Figure 1. Ports around the boundary.
Scale bar: 20 um. Pins as bars across the die edge, other pins in gray.
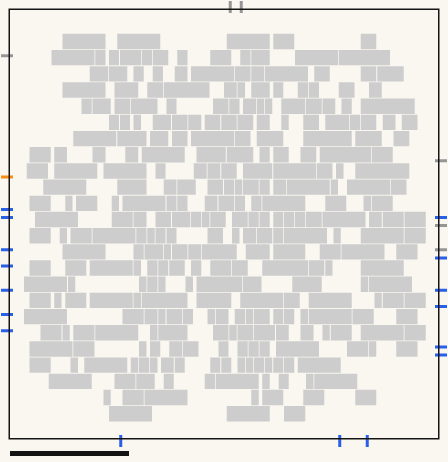
Figure 2. Metal 3.
Scale bar: 20 um.
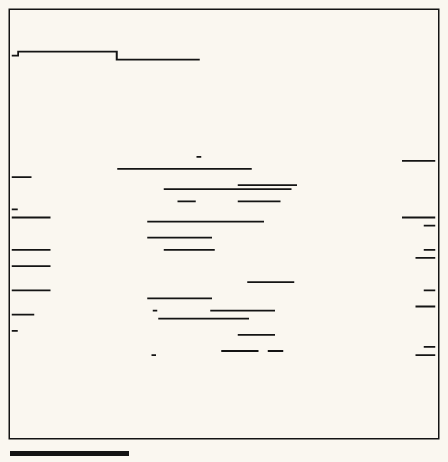
Figure 3. Metal layers overlaid.
Scale bar: 20 um.
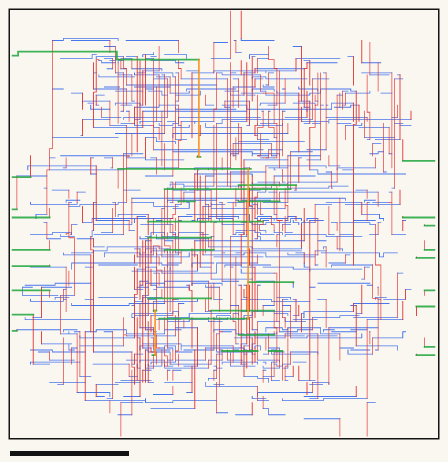
Figure 4. Cell outlines without signal wires.
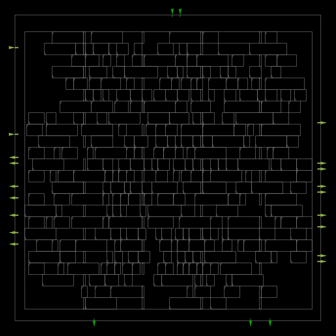
$ cat config.mk
export PLATFORM = sky130hd
export DESIGN_NAME = freq_meter
export DESIGN_NICKNAME = d
export VERILOG_FILES = /design/src/rtl/freq_meter_pkg.sv /design/src/rtl/sync_edge_detect.sv /design/src/rtl/freq_meter.sv
export SDC_FILE = /design/constraint.sdc
export NUM_CORES = 1
export LEC_CHECK = 0
export ABC_AREA = 0
export CAP_MARGIN = 20
export CORE_MARGIN = 2
export CORE_UTILIZATION = 50
export DETAILED_ROUTE_END_ITERATION = 12
export PLACE_DENSITY = 0.74
export SYNTH_ARGS = -nofsm -noshare
export SYNTH_HDL_FRONTEND = slang
export SYNTH_SLANG_ARGS = --single-unit
$ cat constraint.sdc
create_clock -name clk_100MHz -period 1.9 [get_ports clk_100MHz]
set_input_delay 0.19 -clock clk_100MHz [delete_from_list [all_inputs] [get_ports clk_100MHz]]
set_output_delay 0.19 -clock clk_100MHz [all_outputs]
set_load 0.05 [all_outputs]
$ cat src/rtl/freq_meter_pkg.sv
// -----------------------------------------------------------------------------
// freq_meter_pkg
//  Definitions shared by the frequency-meter block: FSM state encodings
//  (2 bits) and the helper that sizes the gate-window counter.
//  No ports.
// -----------------------------------------------------------------------------
package freq_meter_pkg;

    localparam logic [1:0] ST_IDLE    = 2'd0;
    localparam logic [1:0] ST_MEASURE = 2'd1;
    localparam logic [1:0] ST_DONE    = 2'd2;

    // The gate counter runs GATE_CYCLES-1 down to 0, so clog2(GATE_CYCLES)
    // bits are enough; never return less than one bit.
    function automatic int gate_cnt_w(input int gate_cycles);
        int w;
        w = $clog2(gate_cycles);
        return (w < 1) ? 1 : w;
    endfunction

endpackage

$ cat src/rtl/sync_edge_detect.sv
// -----------------------------------------------------------------------------
// sync_edge_detect
//  Brings an asynchronous level into the clk_100MHz domain through a chain of
//  SYNC_STAGES flops and produces a one-cycle pulse on each rising edge of the
//  synchronised level. Reusable for general input conditioning.
//
//  Ports
//   clk_100MHz  in   reference clock, posedge
//   rst         in   synchronous, active-high reset
//   sig_in      in   asynchronous input level
//   rise        out  one-cycle pulse per rising edge of the synchronised level
// -----------------------------------------------------------------------------
module sync_edge_detect #(
    parameter int SYNC_STAGES = 2
) (
    input  logic clk_100MHz,
    input  logic rst,
    input  logic sig_in,
    output logic rise
);

    logic [SYNC_STAGES-1:0] sync_q;
    logic [SYNC_STAGES-1:0] sync_d;
    logic                   s_dly_q;

    // Shift chain: stage 0 samples the raw input, each later stage samples
    // its predecessor.
    for (genvar gi = 0; gi < SYNC_STAGES; gi++) begin : g_stage
        if (gi == 0) begin : g_first
            assign sync_d[gi] = sig_in;
        end else begin : g_rest
            assign sync_d[gi] = sync_q[gi-1];
        end
    end

    always_ff @(posedge clk_100MHz) begin
        if (rst) begin
            sync_q  <= '0;
            s_dly_q <= 1'b0;
        end else begin
            sync_q  <= sync_d;
            s_dly_q <= sync_q[SYNC_STAGES-1];
        end
    end

    assign rise = sync_q[SYNC_STAGES-1] & ~s_dly_q;

endmodule

$ cat src/rtl/freq_meter.sv
// -----------------------------------------------------------------------------
// freq_meter
//  Counts rising edges of a divided clock (sampled as data) over a gate window
//  of GATE_CYCLES reference cycles and publishes the count with a one-cycle
//  valid strobe. Counter saturates at 2^CNT_W-1 and flags overflow.
//
//  Build option: define FREQ_METER_CONT_EN for continuous mode, where holding
//  start high at the end of a window immediately opens the next window
//  (back-to-back, no dead cycle). Undefined: one-shot windows only.
//
//  Ports
//   clk_100MHz   in   reference clock, posedge
//   rst          in   synchronous, active-high reset (aborts a window)
//   sig_in       in   signal under measurement, asynchronous
//   start        in   level, sampled in IDLE to begin a measurement
//   busy         out  high while measuring or publishing
//   count_out    out  edge count of last completed window (held)
//   count_valid  out  one-cycle strobe when count_out/overflow update
//   overflow     out  last window saturated (held with count_out)
// -----------------------------------------------------------------------------
module freq_meter
    import freq_meter_pkg::*;
#(
    parameter int GATE_CYCLES = 1000,
    parameter int CNT_W       = 16,
    parameter int SYNC_STAGES = 2
) (
    input  logic             clk_100MHz,
    input  logic             rst,
    input  logic             sig_in,
    input  logic             start,
    output logic             busy,
    output logic [CNT_W-1:0] count_out,
    output logic             count_valid,
    output logic             overflow
);

    localparam int               GW        = gate_cnt_w(GATE_CYCLES);
    localparam logic [GW-1:0]    GATE_LOAD = GW'(GATE_CYCLES - 1);
    localparam logic [CNT_W-1:0] CNT_MAX   = '1;

    logic             edge_pulse;

    logic [1:0]       state_q,       state_d;
    logic [GW-1:0]    gate_q,        gate_d;
    logic [CNT_W-1:0] edge_cnt_q,    edge_cnt_d;
    logic             ovf_q,         ovf_d;
    logic [CNT_W-1:0] count_out_q,   count_out_d;
    logic             overflow_q,    overflow_d;
    logic             count_valid_q, count_valid_d;

    // Edge counter value after this cycle's edge (saturating) and the
    // matching overflow flag.
    logic             edge_sat;
    logic [CNT_W-1:0] cnt_step;
    logic             ovf_step;

`ifdef FREQ_METER_CONT_EN
    // Result of a window that ended while the next one started in the same
    // cycle; published one cycle later so latency matches one-shot mode.
    logic             res_pend_q, res_pend_d;
    logic [CNT_W-1:0] res_cnt_q,  res_cnt_d;
    logic             res_ovf_q,  res_ovf_d;
`endif

    sync_edge_detect #(
        .SYNC_STAGES (SYNC_STAGES)
    ) u_sync_edge_detect (
        .clk_100MHz (clk_100MHz),
        .rst        (rst),
        .sig_in     (sig_in),
        .rise       (edge_pulse)
    );

    assign edge_sat = edge_pulse && (edge_cnt_q == CNT_MAX);
    assign cnt_step = (edge_pulse && !edge_sat) ? edge_cnt_q + CNT_W'(1) : edge_cnt_q;
    assign ovf_step = ovf_q | edge_sat;

    always_comb begin
        state_d       = state_q;
        gate_d        = gate_q;
        edge_cnt_d    = edge_cnt_q;
        ovf_d         = ovf_q;
        count_out_d   = count_out_q;
        overflow_d    = overflow_q;
        count_valid_d = 1'b0;
`ifdef FREQ_METER_CONT_EN
        res_pend_d    = 1'b0;
        res_cnt_d     = res_cnt_q;
        res_ovf_d     = res_ovf_q;
`endif

        case (state_q)
            ST_IDLE: begin
                if (start) begin
                    state_d    = ST_MEASURE;
                    gate_d     = GATE_LOAD;
                    edge_cnt_d = '0;
                    ovf_d      = 1'b0;
                end
            end

            ST_MEASURE: begin
                // An edge on the final gate cycle still belongs to this window.
                edge_cnt_d = cnt_step;
                ovf_d      = ovf_step;
                if (gate_q == '0) begin
`ifdef FREQ_METER_CONT_EN
                    if (start) begin
                        // Close this window and open the next one in the same
                        // cycle; the next window starts from zero.
                        res_pend_d = 1'b1;
                        res_cnt_d  = cnt_step;
                        res_ovf_d  = ovf_step;
                        gate_d     = GATE_LOAD;
                        edge_cnt_d = '0;
                        ovf_d      = 1'b0;
                    end else begin
                        state_d = ST_DONE;
                    end
`else
                    state_d = ST_DONE;
`endif
                end else begin
                    gate_d = gate_q - GW'(1);
                end
            end

            ST_DONE: begin
                count_out_d   = edge_cnt_q;
                overflow_d    = ovf_q;
                count_valid_d = 1'b1;
                state_d       = ST_IDLE;
            end

            default: begin
                state_d = ST_IDLE;
            end
        endcase

`ifdef FREQ_METER_CONT_EN
        // Only set while the FSM stays in MEASURE, so never collides with DONE.
        if (res_pend_q) begin
            count_out_d   = res_cnt_q;
            overflow_d    = res_ovf_q;
            count_valid_d = 1'b1;
        end
`endif
    end

    always_ff @(posedge clk_100MHz) begin
        if (rst) begin
            state_q       <= ST_IDLE;
            gate_q        <= '0;
            edge_cnt_q    <= '0;
            ovf_q         <= 1'b0;
            count_out_q   <= '0;
            overflow_q    <= 1'b0;
            count_valid_q <= 1'b0;
`ifdef FREQ_METER_CONT_EN
            res_pend_q    <= 1'b0;
            res_cnt_q     <= '0;
            res_ovf_q     <= 1'b0;
`endif
        end else begin
            state_q       <= state_d;
            gate_q        <= gate_d;
            edge_cnt_q    <= edge_cnt_d;
            ovf_q         <= ovf_d;
            count_out_q   <= count_out_d;
            overflow_q    <= overflow_d;
            count_valid_q <= count_valid_d;
`ifdef FREQ_METER_CONT_EN
            res_pend_q    <= res_pend_d;
            res_cnt_q     <= res_cnt_d;
            res_ovf_q     <= res_ovf_d;
`endif
        end
    end

    assign busy        = (state_q == ST_MEASURE) || (state_q == ST_DONE);
    assign count_out   = count_out_q;
    assign count_valid = count_valid_q;
    assign overflow    = overflow_q;

endmodule

==> results.json <==
{
  "ant_nets": 0,
  "firstDrtPassIters": 4,
  "post-dp-hpwl_um": 3400,
  "wire_per_inst_um": 13.7,
  "gp_congestion": 0.841,
  "ys_sh_simple_pct": 24.6,
  "intPower_mw": 2.07,
  "top_power_group": "sequential cells",
  "num-multi-input-gates": 185,
  "ys_ff": 50,
  "warnings": 30,
  "seq_power_share_pct": 40.6,
  "vias_per_cell": 5.57,
  "overflow": 0,
  "comb_area_share_pct": 43.6,
  "final-nonclk-buf-share_pct": 15.8,
  "path_class": "flip-flop to flip-flop",
  "ys_seq_share_pct": 43.4,
  "synth-warning-count": 0,
  "status": "completed",
  "layout_top_cell": "dfxtp_1",
  "grt_max_degree": 32,
  "clkTransAtPathRegs_ps": 90,
  "max_freq_mhz": 542,
  "p_sw_mw": 1.08,
  "cap_violations": 0,
  "max_slew.worst_pin.slew_ps": 499,
  "drive_above_1_share_pct": 22.5,
  "placed_cell_area_sq_um": 2700,
  "path_cells": "inv_4 > ha_4 > buf_6 > mux2i_4 > nor3b_2 > buf_4 > o211ai_1 > nor4_1 > o22a_1",
  "compound_area_share_pct": 12.4,
  "fp_util_pct": 52.3,
  "clockBufferDepth": 2,
  "skew_ps": 7.09,
  "ir_worst_vdd_uv": 611,
  "inv_count": 8,
  "synth-xor-area-share_pct": 2.28,
  "cts_num_sinks": 50,
  "die_h_um": 71.9,
  "setup_viol": 0,
  "pg_clk_mw": 0.625,
  "swShare_pct": 34.2,
  "numCtsBuffers": 5,
  "fa_ha_area_share_pct": 3.25,
  "vias": 1995,
  "synthMuxAreaShare_pct": 9.65
}
## Picture notes: Figure 1
port	color	pins	direction	edge
sig_in	orange	1	input	west
count_out	blue	16	output	7 west, 6 east, 3 south

## Picture notes: Figure 2
share of all routed wire	5.1%
nets with wire on the layer	32

## Picture notes: Figure 3
layer	color	wire length
metal 2	red	2120 um
metal 4	orange	49.0 um
metal 3	green	251 um
metal 1	blue	2500 um

## Picture notes: Figure 4
site row count: 24
fillers: 359
Seq area share: 34.2%
Util after Layout: 67.0%
Well Taps: 52

## worst paths after layout
check                               startpoint                      endpoint  depth (start not counted)  slack [ps]
setup / recovery                    state_q[1]                 edge_cnt_q[9]                          9          50
hold / removal                          sig_in  u_sync_edge_detect.sync_q[0]                          2         440
setup reg to reg                    state_q[1]                 edge_cnt_q[9]                          9          50
hold reg to reg   u_sync_edge_detect.sync_q[0]  u_sync_edge_detect.sync_q[1]                          1         450
## metal layers
metal	vias up	share of wire (%)	track usage, %
li1	1010	-	-
met1	926	51	28.9
met2	52	43	30.5
met3	7	5.1	4.31
met4	0	0.98	5.45
met5	-	0	0
## what timing repair did
item | 4_1_cts | 5_1_grt
gates resized | 0 | 26
setup endpoints to repair | 0 | 20
hold buffers | 0 | 0
setup buffers | 0 | 8
